[src/rtl/mmc_request_merger_pkg.sv]
//----------------------------------------------------------------------------
// Module   : mmc_merge_pkg
// Purpose  : Shared field widths, request layout and FSM encoding for the
//            main-memory-control request merger.
// Revision : 1.0 - initial release
//----------------------------------------------------------------------------
`default_nettype none

package mmc_merge_pkg;

  localparam int c_bank_w = 3;
  localparam int c_page_w = 12;
  localparam int c_line_w = 5;
  localparam int c_req_w  = 1 + c_bank_w + c_page_w + c_line_w;

  // Request layout, MSB first.
  typedef struct packed {
    logic                is_write;
    logic [c_bank_w-1:0] bank;
    logic [c_page_w-1:0] page;
    logic [c_line_w-1:0] line;
  } req_t;

  typedef enum logic [1:0] {
    IDLE   = 2'd0,
    GATHER = 2'd1,
    DRAIN  = 2'd2
  } state_t;

endpackage

`default_nettype wire

[src/rtl/mmc_request_merger_if.sv]
//----------------------------------------------------------------------------
// Module   : mmc_request_merger_if
// Purpose  : Queue-side peek/pop port and sequencer-side burst command port.
// Revision : 1.0 - initial release
//----------------------------------------------------------------------------
`default_nettype none

interface mmc_request_merger_if
  import mmc_merge_pkg::*;
#(
  parameter int BANK_W = c_bank_w,
  parameter int PAGE_W = c_page_w,
  parameter int LINE_W = c_line_w
) ();

  localparam int c_req_w = 1 + BANK_W + PAGE_W + LINE_W;

  logic               pipe_valid;
  logic [c_req_w-1:0] pipe_data;
  logic               pipe_peek_valid;
  logic [c_req_w-1:0] pipe_peek_data;
  logic               pipe_peek_twoIn_valid;
  logic [c_req_w-1:0] pipe_peek_twoIn_data;
  logic               pipe_read;

  logic               cmd_valid;
  logic               cmd_ready;
  logic               cmd_is_write;
  logic [BANK_W-1:0]  cmd_bank;
  logic [PAGE_W-1:0]  cmd_page;
  logic [LINE_W-1:0]  cmd_line;
  logic [1:0]         cmd_len;
  logic [15:0]        merged_count;

  modport master (
    output pipe_valid, pipe_data, pipe_peek_valid, pipe_peek_data,
           pipe_peek_twoIn_valid, pipe_peek_twoIn_data, cmd_ready,
    input  pipe_read, cmd_valid, cmd_is_write, cmd_bank, cmd_page,
           cmd_line, cmd_len, merged_count
  );

  modport slave (
    input  pipe_valid, pipe_data, pipe_peek_valid, pipe_peek_data,
           pipe_peek_twoIn_valid, pipe_peek_twoIn_data, cmd_ready,
    output pipe_read, cmd_valid, cmd_is_write, cmd_bank, cmd_page,
           cmd_line, cmd_len, merged_count
  );

endinterface

`default_nettype wire

[src/rtl/mmc_request_merger_match.sv]
//----------------------------------------------------------------------------
// Module   : mmc_req_match
// Purpose  : Tests whether a candidate request continues the head request
//            at a given line offset within the same type/bank/page.
// Revision : 1.0 - initial release
//----------------------------------------------------------------------------
`default_nettype none

module mmc_req_match
  import mmc_merge_pkg::*;
#(
  parameter int BANK_W = c_bank_w,
  parameter int PAGE_W = c_page_w,
  parameter int LINE_W = c_line_w
) (
  input  wire logic [1+BANK_W+PAGE_W+LINE_W-1:0] i_head,
  input  wire logic [1+BANK_W+PAGE_W+LINE_W-1:0] i_cand,
  input  wire logic [1:0]                        i_offset,
  output logic                                   o_match
);

  localparam int c_req_w = 1 + BANK_W + PAGE_W + LINE_W;

  logic [LINE_W:0] w_sum;
  logic            w_same_tag;

  // The extra sum bit catches a run that would cross the end of the page.
  assign w_sum      = {1'b0, i_head[LINE_W-1:0]} + (LINE_W+1)'(i_offset);
  assign w_same_tag = (i_head[c_req_w-1:LINE_W] == i_cand[c_req_w-1:LINE_W]);
  assign o_match    = w_same_tag & ~w_sum[LINE_W] &
                      (w_sum[LINE_W-1:0] == i_cand[LINE_W-1:0]);

endmodule

`default_nettype wire

[src/rtl/mmc_request_merger.sv]
//----------------------------------------------------------------------------
// Module   : mmc_request_merger
// Purpose  : Merges up to three sequential same-page requests from the final
//            queue into one burst command and drains the merged entries.
// Revision : 1.0 - initial release
//----------------------------------------------------------------------------
`default_nettype none

module mmc_request_merger
  import mmc_merge_pkg::*;
#(
  parameter int BANK_W     = c_bank_w,
  parameter int PAGE_W     = c_page_w,
  parameter int LINE_W     = c_line_w,
  parameter int MERGE_WAIT = 4,
  parameter int MAX_BURST  = 3
) (
  input  wire logic           clk,
  input  wire logic           reset_poweron_n,
  mmc_request_merger_if.slave mmc
);

  localparam int                c_req_w    = 1 + BANK_W + PAGE_W + LINE_W;
  localparam int                c_wait_w   = (MERGE_WAIT < 1) ? 1 : $clog2(MERGE_WAIT + 1);
  localparam logic [c_wait_w-1:0] c_wait_max = c_wait_w'(MERGE_WAIT);
  localparam logic [1:0]        c_max_len  = 2'(MAX_BURST);

  state_t              r_state, w_state_nxt;
  logic [c_wait_w-1:0] r_wait, w_wait_nxt;
  logic [1:0]          r_drain_cnt, w_drain_nxt;
  logic                w_load;
  logic                w_pipe_read;

  logic                r_cmd_valid;
  logic                r_cmd_is_write;
  logic [BANK_W-1:0]   r_cmd_bank;
  logic [PAGE_W-1:0]   r_cmd_page;
  logic [LINE_W-1:0]   r_cmd_line;
  logic [1:0]          r_cmd_len;
  logic [15:0]         r_merged;

  logic                w_m1_raw, w_m2_raw;
  logic                w_match1, w_match2;
  logic [1:0]          w_len_raw, w_len;
  logic                w_wait_done;
  logic                w_out_free;
  logic                w_decide;
  logic [16:0]         w_merged_sum;

  mmc_req_match #(.BANK_W(BANK_W), .PAGE_W(PAGE_W), .LINE_W(LINE_W)) u_match1 (
    .i_head   (mmc.pipe_data),
    .i_cand   (mmc.pipe_peek_data),
    .i_offset (2'd1),
    .o_match  (w_m1_raw)
  );

  mmc_req_match #(.BANK_W(BANK_W), .PAGE_W(PAGE_W), .LINE_W(LINE_W)) u_match2 (
    .i_head   (mmc.pipe_data),
    .i_cand   (mmc.pipe_peek_twoIn_data),
    .i_offset (2'd2),
    .o_match  (w_m2_raw)
  );

  assign w_match1    = mmc.pipe_peek_valid & w_m1_raw;
  assign w_match2    = w_match1 & mmc.pipe_peek_twoIn_valid & w_m2_raw;
  assign w_len_raw   = 2'd1 + {1'b0, w_match1} + {1'b0, w_match2};
  assign w_len       = (w_len_raw > c_max_len) ? c_max_len : w_len_raw;
  assign w_wait_done = (r_wait >= c_wait_max);
  assign w_out_free  = ~r_cmd_valid | mmc.cmd_ready;

  // Issue once the burst cannot grow: a visible entry breaks the run, the
  // limit is reached, or the wait for missing peek entries has expired.
  assign w_decide = mmc.pipe_valid & w_out_free &
                    ((mmc.pipe_peek_valid & ~w_match1) |
                     (w_match1 & mmc.pipe_peek_twoIn_valid) |
                     (w_match1 & ~mmc.pipe_peek_twoIn_valid & w_wait_done) |
                     (~mmc.pipe_peek_valid & w_wait_done) |
                     (w_len == c_max_len));

  assign w_merged_sum = {1'b0, r_merged} + 17'(w_len - 2'd1);

  always_comb begin
    w_state_nxt = r_state;
    w_wait_nxt  = r_wait;
    w_drain_nxt = r_drain_cnt;
    w_load      = 1'b0;
    w_pipe_read = 1'b0;
    case (r_state)
      IDLE, GATHER: begin
        if (!mmc.pipe_valid) begin
          w_state_nxt = IDLE;
          w_wait_nxt  = '0;
        end else if (w_decide) begin
          w_load      = 1'b1;
          w_drain_nxt = w_len;
          w_state_nxt = DRAIN;
        end else begin
          w_state_nxt = GATHER;
          w_wait_nxt  = w_wait_done ? r_wait : r_wait + 1'b1;
        end
      end
      DRAIN: begin
        w_pipe_read = mmc.pipe_valid;
        if (mmc.pipe_valid) begin
          w_drain_nxt = r_drain_cnt - 2'd1;
          if (r_drain_cnt == 2'd1) begin
            w_state_nxt = IDLE;
            w_wait_nxt  = '0;
          end
        end
      end
      default: begin
        w_state_nxt = IDLE;
        w_wait_nxt  = '0;
      end
    endcase
  end

  always_ff @(posedge clk) begin
    if (!reset_poweron_n) begin
      r_state        <= IDLE;
      r_wait         <= '0;
      r_drain_cnt    <= '0;
      r_cmd_valid    <= 1'b0;
      r_cmd_is_write <= 1'b0;
      r_cmd_bank     <= '0;
      r_cmd_page     <= '0;
      r_cmd_line     <= '0;
      r_cmd_len      <= '0;
      r_merged       <= '0;
    end else begin
      r_state     <= w_state_nxt;
      r_wait      <= w_wait_nxt;
      r_drain_cnt <= w_drain_nxt;
      if (w_load) begin
        r_cmd_valid    <= 1'b1;
        r_cmd_is_write <= mmc.pipe_data[c_req_w-1];
        r_cmd_bank     <= mmc.pipe_data[c_req_w-2 -: BANK_W];
        r_cmd_page     <= mmc.pipe_data[LINE_W +: PAGE_W];
        r_cmd_line     <= mmc.pipe_data[LINE_W-1:0];
        r_cmd_len      <= w_len;
        r_merged       <= w_merged_sum[16] ? 16'hFFFF : w_merged_sum[15:0];
      end else if (mmc.cmd_ready) begin
        r_cmd_valid <= 1'b0;
      end
    end
  end

  assign mmc.pipe_read    = w_pipe_read;
  assign mmc.cmd_valid    = r_cmd_valid;
  assign mmc.cmd_is_write = r_cmd_is_write;
  assign mmc.cmd_bank     = r_cmd_bank;
  assign mmc.cmd_page     = r_cmd_page;
  assign mmc.cmd_line     = r_cmd_line;
  assign mmc.cmd_len      = r_cmd_len;
  assign mmc.merged_count = r_merged;

endmodule

`default_nettype wire

[src/flat_wrapper.sv]
// flat-port wrapper written by rule: the top's interface ports become plain ports
module mmc_request_merger_flat import mmc_merge_pkg::*;
#(
  parameter int BANK_W     = c_bank_w,
  parameter int PAGE_W     = c_page_w,
  parameter int LINE_W     = c_line_w,
  parameter int MERGE_WAIT = 4,
  parameter int MAX_BURST  = 3
)
  (clk, reset_poweron_n, mmc_pipe_valid, mmc_pipe_data, mmc_pipe_peek_valid, mmc_pipe_peek_data, mmc_pipe_peek_twoIn_valid, mmc_pipe_peek_twoIn_data, mmc_cmd_ready, mmc_pipe_read, mmc_cmd_valid, mmc_cmd_is_write, mmc_cmd_bank, mmc_cmd_page, mmc_cmd_line, mmc_cmd_len, mmc_merged_count);
  mmc_request_merger_if #(.BANK_W(BANK_W), .PAGE_W(PAGE_W), .LINE_W(LINE_W)) mmc_i ();
  input  wire logic clk;
  input  wire logic reset_poweron_n;
  input wire logic [$bits(mmc_i.pipe_valid)-1:0] mmc_pipe_valid;
  input wire logic [$bits(mmc_i.pipe_data)-1:0] mmc_pipe_data;
  input wire logic [$bits(mmc_i.pipe_peek_valid)-1:0] mmc_pipe_peek_valid;
  input wire logic [$bits(mmc_i.pipe_peek_data)-1:0] mmc_pipe_peek_data;
  input wire logic [$bits(mmc_i.pipe_peek_twoIn_valid)-1:0] mmc_pipe_peek_twoIn_valid;
  input wire logic [$bits(mmc_i.pipe_peek_twoIn_data)-1:0] mmc_pipe_peek_twoIn_data;
  input wire logic [$bits(mmc_i.cmd_ready)-1:0] mmc_cmd_ready;
  output wire logic [$bits(mmc_i.pipe_read)-1:0] mmc_pipe_read;
  output wire logic [$bits(mmc_i.cmd_valid)-1:0] mmc_cmd_valid;
  output wire logic [$bits(mmc_i.cmd_is_write)-1:0] mmc_cmd_is_write;
  output wire logic [$bits(mmc_i.cmd_bank)-1:0] mmc_cmd_bank;
  output wire logic [$bits(mmc_i.cmd_page)-1:0] mmc_cmd_page;
  output wire logic [$bits(mmc_i.cmd_line)-1:0] mmc_cmd_line;
  output wire logic [$bits(mmc_i.cmd_len)-1:0] mmc_cmd_len;
  output wire logic [$bits(mmc_i.merged_count)-1:0] mmc_merged_count;
  assign mmc_i.pipe_valid = mmc_pipe_valid;
  assign mmc_i.pipe_data = mmc_pipe_data;
  assign mmc_i.pipe_peek_valid = mmc_pipe_peek_valid;
  assign mmc_i.pipe_peek_data = mmc_pipe_peek_data;
  assign mmc_i.pipe_peek_twoIn_valid = mmc_pipe_peek_twoIn_valid;
  assign mmc_i.pipe_peek_twoIn_data = mmc_pipe_peek_twoIn_data;
  assign mmc_i.cmd_ready = mmc_cmd_ready;
  assign mmc_pipe_read = mmc_i.pipe_read;
  assign mmc_cmd_valid = mmc_i.cmd_valid;
  assign mmc_cmd_is_write = mmc_i.cmd_is_write;
  assign mmc_cmd_bank = mmc_i.cmd_bank;
  assign mmc_cmd_page = mmc_i.cmd_page;
  assign mmc_cmd_line = mmc_i.cmd_line;
  assign mmc_cmd_len = mmc_i.cmd_len;
  assign mmc_merged_count = mmc_i.merged_count;
  mmc_request_merger #(.BANK_W(BANK_W), .PAGE_W(PAGE_W), .LINE_W(LINE_W), .MERGE_WAIT(MERGE_WAIT), .MAX_BURST(MAX_BURST)) u_core (.clk(clk), .reset_poweron_n(reset_poweron_n), .mmc(mmc_i));
endmodule
[config.mk]
export PLATFORM = sky130hd
export DESIGN_NAME = mmc_request_merger_flat
export DESIGN_NICKNAME = d
export VERILOG_FILES = /design/src/rtl/mmc_request_merger_pkg.sv /design/src/rtl/mmc_request_merger_if.sv /design/src/rtl/mmc_request_merger_match.sv /design/src/rtl/mmc_request_merger.sv /design/src/flat_wrapper.sv
export SDC_FILE = /design/constraint.sdc
export NUM_CORES = 1
export LEC_CHECK = 0
export CORE_MARGIN = 1
export CORE_UTILIZATION = 41
export CTS_CLUSTER_SIZE = 10
export DETAILED_ROUTE_END_ITERATION = 7
export GPL_ROUTABILITY_DRIVEN = 0
export GPL_TIMING_DRIVEN = 0
export PLACE_DENSITY = 0.83
export REMOVE_ABC_BUFFERS = 1
export SYNTH_ARGS = -nofsm -noshare
export SYNTH_HDL_FRONTEND = slang
export SYNTH_SLANG_ARGS = --single-unit
[constraint.sdc]
create_clock -name clk -period 5.1 [get_ports clk]
set_input_delay 0.51 -clock clk [delete_from_list [all_inputs] [get_ports clk]]
set_output_delay 0.51 -clock clk [all_outputs]
set_load 0.05 [all_outputs]
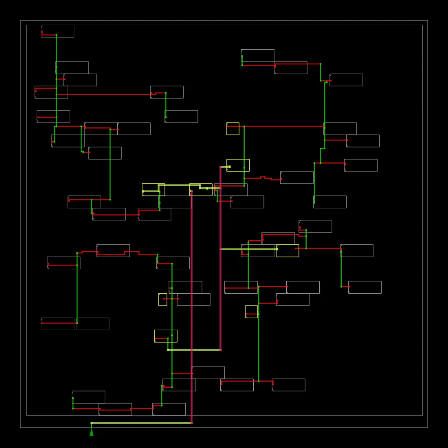
Fig. 1. Clock nets (run 1).
CTS buffer count: 5
Final Skew: 5.74 ps
clkbuf count: 5
flip-flops: 47
CTS sink count: 47

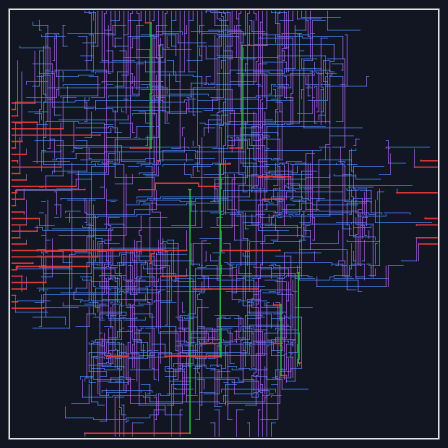
Fig. 2. Wiring by layer (run 1).
metal 2: in purple, wire length 4450 um. metal 4: in green, wire length 199 um. metal 1: in blue, wire length 3840 um. metal 3: in red, wire length 376 um.

==> run summary, run 1 <==
run metrics: # DRC=0, Hold Crit Class=register to register, fin area=0.00460 mm2, Pwr Total=948 uW, tap cell count=102, cell type with the largest total area=dfxtp_1, CP endpoint=u_core.mmc.merged_count[9], CTS HTree Levels=2, post-DP HPWL=6.61 mm, Max Fclk=0.202 GHz, met3 wire len=376 um, Via density=5.31, sequential power share=43.3%, critical path's largest stage delay=480 ps, Congestion Overflow GR=0, Signal buf overhead=25.4%, DP Worst Slack=-1110 ps, IO Pins=110, syn avg cell area=8.79 um2, Chip Footprint=0.00824 mm2, worst path cell trace=dlygate4sd2_1, ha_1, xnor2_2, nand4_1, nor4_2, nand4_1, or4_1, or2_2, ha_4, ha_2, inv_1, fa_1, nand3b_1, a2111oi_4, nor3_4, a22oi_2, a31oi_4, xnor2_4, buf_12, a31oi_1, NumNets Final=573, Critical R2R Launch=u_core.mmc.merged_count[0], DR iter-0 viols=133, ys cells=368, maximum capacitance violations=0, Worst setup SP type=primary input, Area Overhead vs Synth=42.2%, first-pass GRT wire length=14.4 mm, CP top delay family=simple AND/OR/NAND/NOR gates, Clock Tree Root=clkbuf_8, die y size=90.8 um, Post-DRT Antenna Nets=0, mux share=6.50%, layout cell share with drive strength beyond 1=8.13%, worst-margin pin slew=1020 ps, r2r setup slk=2280 ps, floorplan core density=42.1%, Clock Path Buffers=2, cell with the most instances after synthesis=dfxtp_1, via count=3089, hold buffers post-CTS=0, Cell area leaders=dfxtp_1 (29%), xnor2_1 (9.8%), ha_1 (9.3%), Reg area=941 um2, largest net degree at the start of global routing=63, vias in the first global route=2941, Crit. End Element=register, critical path data arrival time=5100 ps, Cells after DPL=565, YS warnings=0, ys flop type=dfxtp_1, Core ar.=0.00769 mm2, Reg clk slew, reported paths=100 ps, #MultiIn Comb=291, Top-area cell share=29.1%, Gate Area=0.00221 mm2, Crit path depth=20, input/output buffers=109, Largest Pwr Group=sequential cells, Worst R2R End=u_core.mmc.merged_count[9], hold depth=2, PostCTS Resize Cnt=14, relative slew slack=32.2%, Final setup viols=0, count of pins over their slew limit=0, Crit. Startpoint=mmc_pipe_data[2], max reg flops=16, busiest grt layer=met2, slowest cell on the critical path=or4_1, fillers=651, row cnt=32, Clk pwr share=24.9%, die width=90.8 um, fin crit period=4940 ps, clk ins delay skew pair=310 ps, Seq/total area=20.5%, P_seq=411 uW, CP Class=primary input to register, top cells by count=dfxtp_1 (47), xnor2_1 (36), nor2_1 (33), o21ai_0 (26), a31oi_1 (25), routing usage on met1=27.3%, Area-dominant class=logic gates, Non-clk bufs=118, Pre-Repair DR Iteration Count=5, TritonCTS clock tree=done, required time of the critical path=5260 ps, Non-Clock Inverter Count=16, met2 wire length=4.45 mm, WL final=8.87 mm, Worst Hold Margin=502 ps, DR WL/cell=15.2 um, Min-Delay Endpoint=u_core.mmc.cmd_bank[2], Basic Gates by Area=15.9%, Setup TNS=0 ps, Clock buf/inv share=1.93%, yosys stat chip area=0.00323 mm2, Combinational Power=301 uW, Clk. pwr=236 uW, area of the mapped netlist=0.00323 mm2, Adder Share, Synth=9.91%, M1 wire length=3.84 mm, status=complete, no violations, Power Density=206 mW/mm2, GRT Resource Usage Total=21.4%, most frequent logic cells in the routed design=clkdlybuf4s50_1 (106), dfxtp_1 (47), xnor2_1 (35), top layer in use=met4, initial antenna violation count=0, Mapped Cells=368, count of tool warnings=29, Net Sw Power=327 uW, Buf+Inv Stages, Crit Path=3, ANT cells=0, xor+xnor area frac=15.4%, worst setup margin=158 ps, number of setup buffers added after CTS=7, Distinct cells, synth=49, Fin. Hold Viols=0, Dominant comb cell=AND-OR/OR-AND gates, Tcrit/Tclk final=96.9%, Crit Path Max Fanout=16, yosys aoi share=17.6%, Reg2Reg Depth=11, Comb pwr share=31.7%, Max VDD drop=0.000106 V, Area after DPL=0.00433 mm2, met2 usage=35.9%
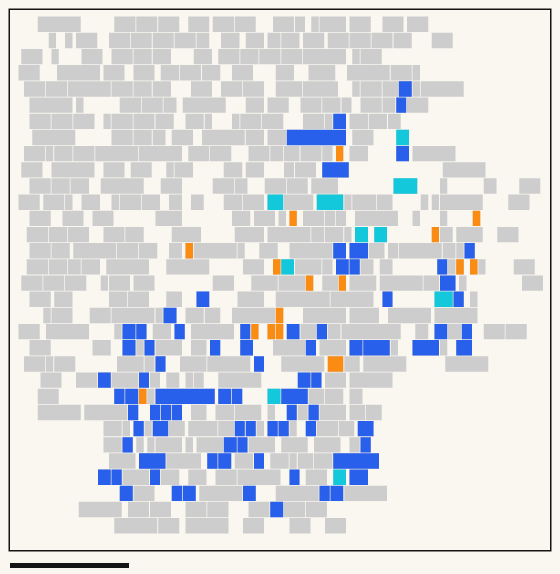
Fig. 3. Logic cells by family (run 1).
Bar = 20 um.
inv cells: in orange, cells 16. aoi and oai cells: in blue, cells 81. and/or cells: in cyan, cells 10.
combinational fraction of the cell area: 48.1%
most used logic cell in the final layout: clkdlybuf4s50_1
post-route insts no fill: 582

==> run 1 -> run 2 <==
- CAP_MARGIN: unset -> 20
==> run 2 against run 1 <==
- via count unchanged
- sequential cell count unchanged
- power unchanged
- setup slack unchanged
- non-clock buffer count unchanged
- worst hold slack unchanged
- die area unchanged
- sequential share of layout area unchanged
- sequential power about the same
==> run summary, run 2 <==
run metrics: status=complete, no violations, Critical R2R Launch=u_core.mmc.merged_count[0], Comb pwr share=31.7%, Power Density=206 mW/mm2, layout cell share with drive strength beyond 1=8.13%, r2r setup slk=2280 ps, most frequent logic cells in the routed design=clkdlybuf4s50_1 (106), dfxtp_1 (47), xnor2_1 (35), tap cell count=102, Crit. Startpoint=mmc_pipe_data[2], Largest Pwr Group=sequential cells, cell with the most instances after synthesis=dfxtp_1, Clk. pwr=236 uW, die width=90.8 um, Pwr Total=948 uW, first-pass GRT wire length=14.4 mm, maximum capacitance violations=0, Distinct cells, synth=49, Pre-Repair DR Iteration Count=5, Clock Tree Root=clkbuf_8, ys flop type=dfxtp_1, Reg2Reg Depth=11, most used logic cell in the final layout=clkdlybuf4s50_1, vias in the first global route=2941, # DRC=0, hold buffers post-CTS=0, Core ar.=0.00769 mm2, worst setup margin=158 ps, initial antenna violation count=0, IO Pins=110, #MultiIn Comb=291, Final Skew=5.74 ps, post-DP HPWL=6.61 mm, Post-DRT Antenna Nets=0, Max VDD drop=0.000106 V, Seq/total area=20.5%, combinational fraction of the cell area=48.1%, Min-Delay Endpoint=u_core.mmc.cmd_bank[2], slowest cell on the critical path=or4_1, count of tool warnings=29, Tcrit/Tclk final=96.9%, Fin. Hold Viols=0, sequential power share=43.3%, flip-flops=47, fin area=0.00460 mm2, Hold Crit Class=register to register, max reg flops=16, Non-clk bufs=118, required time of the critical path=5260 ps, CP endpoint=u_core.mmc.merged_count[9], DP Worst Slack=-1110 ps, CP Class=primary input to register, Area-dominant class=logic gates, P_seq=411 uW, Via density=5.31, Adder Share, Synth=9.91%, relative slew slack=32.2%, Combinational Power=301 uW, floorplan core density=42.1%, count of pins over their slew limit=0, ys cells=368, Chip Footprint=0.00824 mm2, met3 wire len=376 um, clk ins delay skew pair=310 ps, syn avg cell area=8.79 um2, Cell area leaders=dfxtp_1 (29%), xnor2_1 (9.8%), ha_1 (9.3%), xor+xnor area frac=15.4%, Worst setup SP type=primary input, CP top delay family=simple AND/OR/NAND/NOR gates, Dominant comb cell=AND-OR/OR-AND gates, largest net degree at the start of global routing=63, YS warnings=0, Final setup viols=0, hold depth=2, Worst R2R End=u_core.mmc.merged_count[9], Crit. End Element=register, TritonCTS clock tree=done, die y size=90.8 um, CTS HTree Levels=2, area of the mapped netlist=0.00323 mm2, yosys stat chip area=0.00323 mm2, Cells after DPL=565, fin crit period=4940 ps, DR iter-0 viols=133, M1 wire length=3.84 mm, fillers=651, routing usage on met1=27.3%, Congestion Overflow GR=0, Area Overhead vs Synth=42.2%, Max Fclk=0.202 GHz, Crit Path Max Fanout=16, met2 wire length=4.45 mm, Basic Gates by Area=15.9%, busiest grt layer=met2, top cells by count=dfxtp_1 (47), xnor2_1 (36), nor2_1 (33), o21ai_0 (26), a31oi_1 (25), CTS buffer count=5, Clk pwr share=24.9%, Worst Hold Margin=502 ps, critical path data arrival time=5100 ps, Clock Path Buffers=2, Net Sw Power=327 uW, Reg clk slew, reported paths=100 ps, Crit path depth=20, worst path cell trace=dlygate4sd2_1, ha_1, xnor2_2, nand4_1, nor4_2, nand4_1, or4_1, or2_2, ha_4, ha_2, inv_1, fa_1, nand3b_1, a2111oi_4, nor3_4, a22oi_2, a31oi_4, xnor2_4, buf_12, a31oi_1, Sw Share=34.6%, Area after DPL=0.00433 mm2, Top-area cell share=29.1%, Clock buf/inv share=1.93%, row cnt=32, input/output buffers=109, Buf+Inv Stages, Crit Path=3, yosys aoi share=17.6%, Non-Clock Inverter Count=16, clkbuf count=5
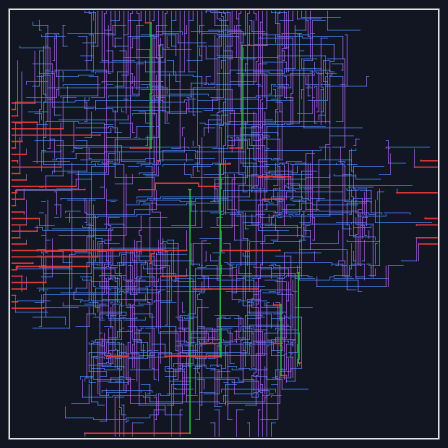
Fig. 4. Wiring by layer (run 2).
metal 2: in purple, wire length 4450 um. metal 4: in green, wire length 199 um. metal 1: in blue, wire length 3840 um. metal 3: in red, wire length 376 um.
GRT Resource Usage Total: 21.4%
DR WL/cell: 15.2 um
WL final: 8.87 mm
via count: 3089

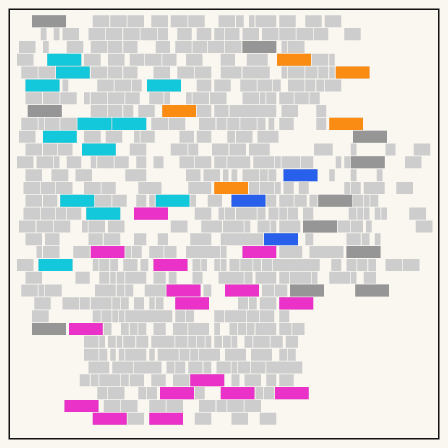
Fig. 5. Sequential cells grouped by signal name (run 2).
u_core.mmc.cmd_line: in orange, sequential cells 5. u_core.r_wait: in blue, sequential cells 3. u_core.mmc.merged_count: in magenta, sequential cells 16. u_core.mmc.cmd_page: in cyan, sequential cells 12.
Another 11 sequential cells are not colored.

==> run 2 -> run 3 <==
--- a/config.mk
+++ b/config.mk
@@ -7,3 +7,2 @@
 export LEC_CHECK = 0
-export CAP_MARGIN = 20
 export CORE_MARGIN = 1
==> constraint.sdc (replaced) <==
create_clock -name clk -period 5.1 [get_ports clk]
set_input_delay 1.275 -clock clk [delete_from_list [all_inputs] [get_ports clk]]
set_output_delay 1.275 -clock clk [all_outputs]
set_load 0.05 [all_outputs]
==> run 3 against run 2 <==
- the run now ends with negative setup slack left
- utilization rose by 3.9 points
- maximum frequency shrank 5.4%
- critical path depth stayed put
- worst hold slack hardly changed
- clock skew up 2.7 ps
- synthesized area stayed put
- sequential share of layout area fell by 1.2 points
- via count increased by 4.7%
- setup slack worse by 280 ps
- critical endpoint is now u_core.mmc.merged_count[15]
- highest routed layer unchanged
==> run summary, run 3 <==
run metrics: Largest Pwr Group=sequential cells, CP Class=primary input to register, Area-dominant class=logic gates, most frequent logic cells in the routed design=clkdlybuf4s50_1 (80), dfxtp_1 (47), xnor2_1 (35), M1 wire length=4.01 mm, Clk pwr share=24.5%, Chip Footprint=0.00824 mm2, routing usage on met1=27.1%, Max Fclk=0.191 GHz, count of tool warnings=31, ys cells=368, PostCTS Resize Cnt=55, fin area=0.00489 mm2, Max VDD drop=0.000103 V, met2 usage=38.3%, Pleak=1.95 nW, max reg flops=16, Crit Path Max Fanout=8, Reg2Reg Depth=11, NumNets Final=588, Signal buf overhead=26.7%, first-pass GRT wire length=15.2 mm, worst path cell trace=buf_12, ha_4, xnor2_4, nand4_1, nor4_2, nand4_1, or4_1, or2_4, ha_4, ha_4, inv_2, fa_2, nand3b_1, a2111oi_4, nor3_2, a22oi_2, a31oi_4, xnor2_4, buf_8, a31oi_4, Buf+Inv Stages, Crit Path=3, input/output buffers=109, r2r setup slk=2440 ps, Cell area leaders=dfxtp_1 (29%), xnor2_1 (9.8%), ha_1 (9.3%), vias in the first global route=3142, critical path's largest stage delay=500 ps, Adder Share, Synth=9.91%, via count=3235, yosys aoi share=17.6%, Non-Clock Inverter Count=16, Top-area cell share=29.1%, syn avg cell area=8.79 um2, Congestion Overflow GR=0, worst setup margin=-124 ps, Gate Area=0.00237 mm2, top layer in use=met4, post-DP HPWL=6.61 mm, IO Pins=110, # DRC=0, Sw Share=35.2%, count of pins over their slew limit=0, area of the mapped netlist=0.00323 mm2, Final setup viols=16, Seq/total area=19.2%, xor+xnor area frac=15.4%, met3 Resource Use GR=5.30%, number of setup buffers added after CTS=15, Cells after DPL=565, TritonCTS clock tree=done, Clock Tree Root=clkbuf_8, DR WL/cell=16.1 um, required time of the critical path=5250 ps, Comb pwr share=32.8%, Power Density=197 mW/mm2, DR iter-0 viols=121, CTS buffer count=5, initial antenna violation count=0, Clock Path Buffers=2, Post-DRT Antenna Nets=0, Crit. Startpoint=mmc_pipe_data[1], Area after DPL=0.00433 mm2, ys flop type=dfxtp_1, Worst R2R End=u_core.mmc.merged_count[15], clkbuf count=5, die y size=90.8 um, die width=90.8 um, met3 wire len=485 um, worst-margin pin slew=1020 ps, Mapped Cells=368, critical path data arrival time=5370 ps, GRT Resource Usage Total=22.5%, sequential power share=42.7%, Distinct cells, synth=49, #MultiIn Comb=291, relative slew slack=31.7%, tap cell count=102, mux share=6.50%, Tcrit/Tclk final=102%, most used logic cell in the final layout=clkdlybuf4s50_1, post-route insts no fill=597, Min-Delay Endpoint=u_core.mmc.cmd_bank[2], Pwr Total=963 uW, flip-flops=47, cell type with the largest total area=dfxtp_1, CTS HTree Levels=2, Crit. End Element=register, cell with the most instances after synthesis=dfxtp_1, fin crit period=5220 ps, hold buffers post-CTS=0, WL final=9.61 mm, Reg area=941 um2, failing checks=negative setup slack, Core ar.=0.00769 mm2, combinational fraction of the cell area=48.4%, layout cell share with drive strength beyond 1=14.7%, Fin. Hold Viols=0, Non-clk bufs=133, Area Overhead vs Synth=51.4%, met2 wire length=4.84 mm, ANT cells=0, busiest grt layer=met2, CP endpoint=u_core.mmc.merged_count[15], maximum capacitance violations=0, Net Sw Power=339 uW, CTS sink count=47, Via density=5.42, Clock buf/inv share=1.81%, P_seq=411 uW, top cells by count=dfxtp_1 (47), xnor2_1 (36), nor2_1 (33), o21ai_0 (26), a31oi_1 (25), Hold Crit Class=register to register, Reg clk slew, reported paths=100 ps, CP top delay family=simple AND/OR/NAND/NOR gates, Worst Hold Margin=502 ps, Crit path depth=20, Setup TNS=-1560 ps, fillers=604, yosys stat chip area=0.00323 mm2, floorplan core density=42.1%, DP Worst Slack=-1880 ps, YS warnings=0, slowest cell on the critical path=or4_1, largest net degree at the start of global routing=63, hold depth=2, Worst setup SP type=primary input, Dominant comb cell=AND-OR/OR-AND gates, status=finished, violations left
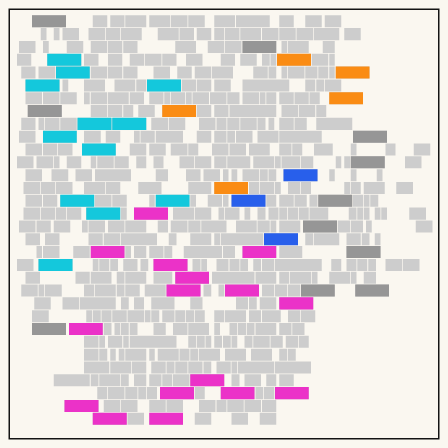
Fig. 6. Sequential cells grouped by signal name (run 3).
u_core.mmc.merged_count: in magenta, sequential cells 16. u_core.r_wait: in blue, sequential cells 3. u_core.mmc.cmd_page: in cyan, sequential cells 12. u_core.mmc.cmd_line: in orange, sequential cells 5.

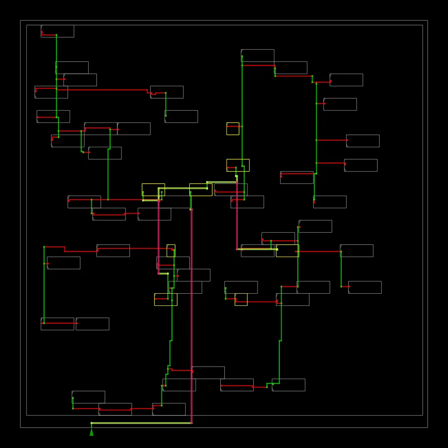
Fig. 7. Clock nets (run 3).
Clk. pwr: 236 uW
Final Skew: 8.49 ps
clk ins delay skew pair: 310 ps

Power and IR drop assume default switching activity.
